===== src/rtl/grn_step_ctrl.sv =====
// Step sequencer for a Boolean-network node array: load, two-phase update, fixed-point/timeout check.
// Optional trace port: define GRN_STEP_CTRL_TRACE_EN to add trace_valid/trace_state.
module grn_step_ctrl #(
    parameter int N_NODES = 8,
    parameter int STEP_W  = 16
) (
    input  logic               clk,
    input  logic               rst,
    input  logic               start,
    input  logic [N_NODES-1:0] init_vec,
    input  logic [STEP_W-1:0]  max_steps,
    output logic               reset_nos,
    output logic [N_NODES-1:0] init_state,
    output logic               start_s0,
    output logic               start_s1,
    input  logic [N_NODES-1:0] s0_vec,
    input  logic [N_NODES-1:0] s1_vec,
    output logic               busy,
    output logic               res_valid,
    input  logic               res_ready,
    output logic [N_NODES-1:0] res_state,
    output logic [STEP_W-1:0]  res_steps,
`ifdef GRN_STEP_CTRL_TRACE_EN
    output logic               trace_valid,
    output logic [N_NODES-1:0] trace_state,
`endif
    output logic               res_timeout
);

    // state   | meaning
    // IDLE    | waiting for start
    // LOAD    | reset_nos pulse, nodes take init_state
    // PH0     | start_s0 strobe
    // WAIT0   | settle after phase 0
    // PH1     | start_s1 strobe
    // WAIT1   | settle after phase 1
    // CHECK   | count step, test fixed point / budget
    // RESULT  | hold result until host accepts
    typedef enum logic [2:0] {
        S_IDLE, S_LOAD, S_PH0, S_WAIT0, S_PH1, S_WAIT1, S_CHECK, S_RESULT
    } state_t;

    state_t             state_q, state_d;
    logic [N_NODES-1:0] init_q, init_d;
    logic [STEP_W-1:0]  max_q, max_d;
    logic [STEP_W-1:0]  steps_q, steps_d;
    logic [N_NODES-1:0] prev_q, prev_d;
    logic [N_NODES-1:0] res_state_q, res_state_d;
    logic [STEP_W-1:0]  res_steps_q, res_steps_d;
    logic               res_timeout_q, res_timeout_d;

    logic [STEP_W-1:0]  steps_inc;
    logic [STEP_W-1:0]  eff_max;
    logic               fixed_pt;

    // A zero budget still runs one step.
    assign steps_inc = (steps_q == {STEP_W{1'b1}}) ? steps_q : steps_q + STEP_W'(1);
    assign eff_max   = (max_q == '0) ? STEP_W'(1) : max_q;
    assign fixed_pt  = (s0_vec == prev_q) && (s1_vec == s0_vec);

    always_ff @(posedge clk) begin
        if (rst) begin
            state_q       <= S_IDLE;
            init_q        <= '0;
            max_q         <= '0;
            steps_q       <= '0;
            prev_q        <= '0;
            res_state_q   <= '0;
            res_steps_q   <= '0;
            res_timeout_q <= 1'b0;
        end else begin
            state_q       <= state_d;
            init_q        <= init_d;
            max_q         <= max_d;
            steps_q       <= steps_d;
            prev_q        <= prev_d;
            res_state_q   <= res_state_d;
            res_steps_q   <= res_steps_d;
            res_timeout_q <= res_timeout_d;
        end
    end

    always_comb begin
        state_d       = state_q;
        init_d        = init_q;
        max_d         = max_q;
        steps_d       = steps_q;
        prev_d        = prev_q;
        res_state_d   = res_state_q;
        res_steps_d   = res_steps_q;
        res_timeout_d = res_timeout_q;
        case (state_q)
            S_IDLE: begin
                if (start) begin
                    init_d  = init_vec;
                    max_d   = max_steps;
                    state_d = S_LOAD;
                end
            end
            S_LOAD: begin
                steps_d = '0;
                prev_d  = init_q;
                state_d = S_PH0;
            end
            S_PH0:   state_d = S_WAIT0;
            S_WAIT0: state_d = S_PH1;
            S_PH1:   state_d = S_WAIT1;
            S_WAIT1: state_d = S_CHECK;
            S_CHECK: begin
                steps_d = steps_inc;
                // Fixed point takes priority over an expiring budget.
                if (fixed_pt) begin
                    res_state_d   = s0_vec;
                    res_steps_d   = steps_inc;
                    res_timeout_d = 1'b0;
                    state_d       = S_RESULT;
                end else if (steps_inc >= eff_max) begin
                    res_state_d   = s0_vec;
                    res_steps_d   = steps_inc;
                    res_timeout_d = 1'b1;
                    state_d       = S_RESULT;
                end else begin
                    prev_d  = s0_vec;
                    state_d = S_PH0;
                end
            end
            S_RESULT: begin
                if (res_ready) begin
                    res_state_d   = '0;
                    res_steps_d   = '0;
                    res_timeout_d = 1'b0;
                    state_d       = S_IDLE;
                end
            end
            default: state_d = S_IDLE;
        endcase
    end

    // Strobes are masked while rst is high so nothing reaches the nodes in the reset cycle.
    always_comb begin
        reset_nos   = (state_q == S_LOAD) && !rst;
        init_state  = (state_q == S_LOAD) ? init_q : '0;
        start_s0    = (state_q == S_PH0) && !rst;
        start_s1    = (state_q == S_PH1) && !rst;
        busy        = (state_q != S_IDLE);
        res_valid   = (state_q == S_RESULT);
        res_state   = res_state_q;
        res_steps   = res_steps_q;
        res_timeout = res_timeout_q;
    end

`ifdef GRN_STEP_CTRL_TRACE_EN
    always_comb begin
        trace_valid = (state_q == S_CHECK);
        trace_state = (state_q == S_CHECK) ? s0_vec : '0;
    end
`endif

endmodule


===== config.mk =====
export PLATFORM = sky130hd
export DESIGN_NAME = grn_step_ctrl
export DESIGN_NICKNAME = d
export VERILOG_FILES = /design/src/rtl/grn_step_ctrl.sv
export SDC_FILE = /design/constraint.sdc
export NUM_CORES = 1
export LEC_CHECK = 0
export ABC_AREA = 1
export CAP_MARGIN = 20
export CORE_AREA = 10 10 119 121
export DETAILED_ROUTE_END_ITERATION = 7
export DIE_AREA = 0 0 129 131
export SLEW_MARGIN = 0
export SYNTH_ARGS = -nofsm -noshare
export SYNTH_HDL_FRONTEND = slang
export SYNTH_SLANG_ARGS = --single-unit
export TNS_END_PERCENT = 5

===== constraint.sdc =====
create_clock -name clk -period 2.9 [get_ports clk]
set_clock_uncertainty 0.1 [all_clocks]
set_input_delay 0.58 -clock clk [delete_from_list [all_inputs] [get_ports clk]]
set_output_delay 0.58 -clock clk [all_outputs]
set_load 0.02 [all_outputs]

Fig. 1: cell density map
(3 px per µm) The die is cut into 13 by 13 equal tiles; black is low, pale yellow is high, 0 to 100% covered.
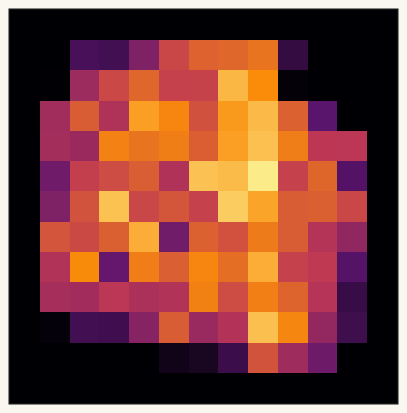
The densest ninth of the die: center. 37% of the tiles are nearly empty. The mean over all tiles is 34%. The fullest tile reaches 96%.
core footprint: 11800 µm²
fp_density: 0.340

Fig. 2: pin map
(3 px per µm) Pins as bars across the die edge, other pins in gray.
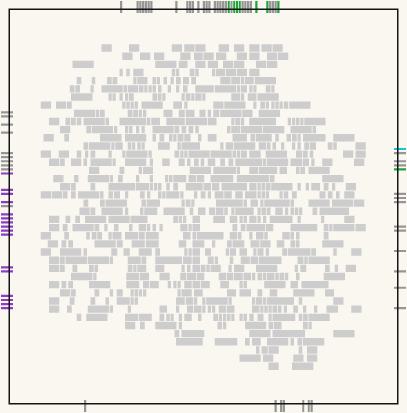
Key: purple = `max_steps` [pins 16, direction input, edge west]; cyan = `start_s1` [pins 1, direction output, edge east]; green = `res_state` [pins 8, direction output, edge 7 north, 1 east]

Fig. 3: wiring by layer
(2 px per µm)
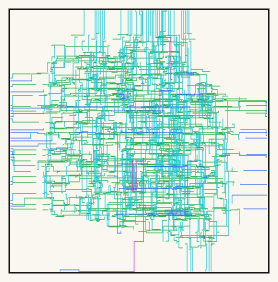
Key: magenta = met4 [wire length 190 µm]; green = met1 [wire length 5930 µm]; cyan = met2 [wire length 5890 µm]; blue = met3 [wire length 729 µm]

Fig. 4: the clock network
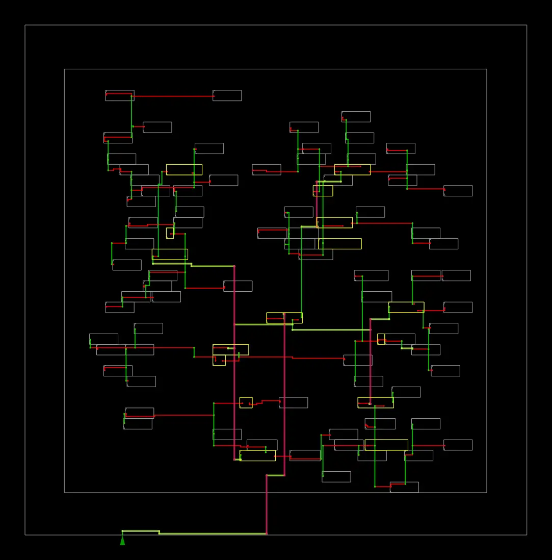
clock buffer count: 10
clock sinks: 76

==> impl_metrics.yaml <==
# synthesis and place-and-route metrics
setup_path:
  end_kind: "register"
  r2r_setup_slack_ns: -0.01
  endpoint: "res_steps[13]$_SDFFE_PP0P_"
  critPathKind: "register to register"
  rr_endpoint: "res_steps[13]$_SDFFE_PP0P_"
  critPathLaunchType: "register"
  crit_arrival_ns: 3.08
  cp_max_fo: 4
  critPathLaunch: "steps_q[0]$_SDFFE_PP0P_"
  reg2reg_from: "steps_q[0]$_SDFFE_PP0P_"
final_layout:
  final_nets: 763
  area_growth_pct: 49.7
  fin_util: 0.508
  fin_area_um2: 6000
  layout-drive-gt1-share: 0.207
  layout.cells.most_common: "nand2_1"
  fillers: 1151
  post_layout_nonfiller_instances: 854
  n_antenna_cell: 0
clocking:
  clock_latency_ns: 0.34
  cts_tree: "built"
  cts_made_buffers: 9
  path_clk_slew_ns: 0.06
  cts-htree-levels: 3
  postCtsSetupBuffers: 11
  cts_root_buf: "clkbuf_16"
  hold_buffers: 0
place:
  place_area_um2: 5180
  gp_congestion: 0.878
  io_buffers: 81
  dp_slack_ns: -0.195
grt:
  grt_max_degree: 49
  track_usage: 0.150
  grt_pass1_wl_um: 20100
  antenna_found_initial: 0
run:
  maxCapViolCount: 0
  log.warning_count: 27
route:
  wl_per_cell_um: 14.9
  firstDrtPassIters: 5
  postRouteAntennaNets: 0
  route.detailed.drc: 0
  wl_um: 12700
  drt-initial-drc-count: 302
status:
  outcome: "finished with violations"
  violations: "setup timing"
floorplan:
  die_w_um: 129
  pin_count: 82
  die_h_um: 131
  dieArea_um2: 16900
timing:
  post-route-min-period_ns: 2.91
  rsz0062_at_grt: "yes"
  worst_slew_pin_slew_ns: 0.564
  finalSetupViolations: 5
  fmax_mhz: 344
  timing.hold.ws_ns: 0.359
  setup_slack_ns: -0.0109
  period_used_share: 1.00
  slew_violations: 0
logic_synthesis:
  async_flop_share: 0
  mux_area_frac: 0
  simple_gate_share: 0.268
  xor_share: 0.0415
  ys_types: 33
  ys_top_cells_by_area: "dfxtp_1 (38%), nand2_1 (15%), a21oi_1 (10%)"
  postSynthSeqShare: 0.379
  edf_count: 0
  aoi_share: 0.162
  ff_type: "dfxtp_1"
  yosys.area.top_type: "dfxtp_1"
  fp_nets: 637
  mappedNetlistArea_um2: 4010
  syn_inst: 576
  yosys_cells: 576
  avgSynthCellArea_um2: 6.96
power:
  p_per_area_nw_per_um2: 473
  total_power_uw: 2840
  peakVddDrop_uv: 209
min_path:
  min_path_type: "register to register"
  hp-start: "res_steps[0]$_SDFFE_PP0P_"
  worstHoldPathCells: 2
-- power breakdown --
part / leakage, µW / switching (µW) / internal (µW) / total, µW
Combinational: 0.00167 / 292 / 192 / 485
Sequential: 0.000624 / 23.0 / 1100 / 1130
Clock: 0.000162 / 451 / 777 / 1230
Total: 0.00245 / 766 / 2070 / 2840
-- Yosys cell counts, types with 3 or more instances --
cell / count
inv_1: 62
inv_2: 5
nand4_1: 15
dfxtp_1: 76
xnor2_1: 8
nand3_1: 11
ha_1: 17
nor3_1: 7
o21ai_0: 40
xor2_1: 11
clkbuf_1: 10
nand2_1: 158
nand2_2: 3
nor2_2: 4
buf_6: 5
buf_2: 5
nor2_1: 40
a21oi_1: 80
-- worst max-delay path, stage by stage (launching register included) --
cell and delay [ns]:
dfxtp_2 0.35, ha_4 0.15, nand2_4 0.06, nor2_4 0.12
nand3_4 0.10, nor2_4 0.11, nand4_1 0.11, xor2_1 0.19
nand2_1 0.12, ha_1 0.31, nand2_2 0.13, o21ai_2 0.07
a21oi_2 0.15, nand3_2 0.12, nand2_4 0.11, nand3_4 0.10
nand2_8 0.12, clkbuf_16 0.16, nand2_4 0.04, a21oi_2 0.12
-- state kept, by name, indices dropped and copies added (netlist names) --
register,cells
init_q,8
max_q,16
prev_q,8
res_state,8
res_steps,16
res_timeout,1
state_q,3
steps_q,16
-- area by class of cell --
type | instances | area (µm²) | share of cell area
tap | 147 | 184 | 0.0306
inverter | 67 | 254 | 0.0423
clock buffer | 10 | 239 | 0.0398
multi-input combinational | 412 | 2400 | 0.400
sequential | 76 | 1540 | 0.256
clock inverter | 6 | 87.6 | 0.0146
timing repair buffer | 136 | 1300 | 0.216
-- per-layer routing --
layer  global-route usage  part of all wire
met5                    0                 0
met2                0.227              0.46
met3               0.0375             0.057
met1                0.201              0.47
met4               0.0562             0.015
Power is estimated from default activity; no workload was simulated.
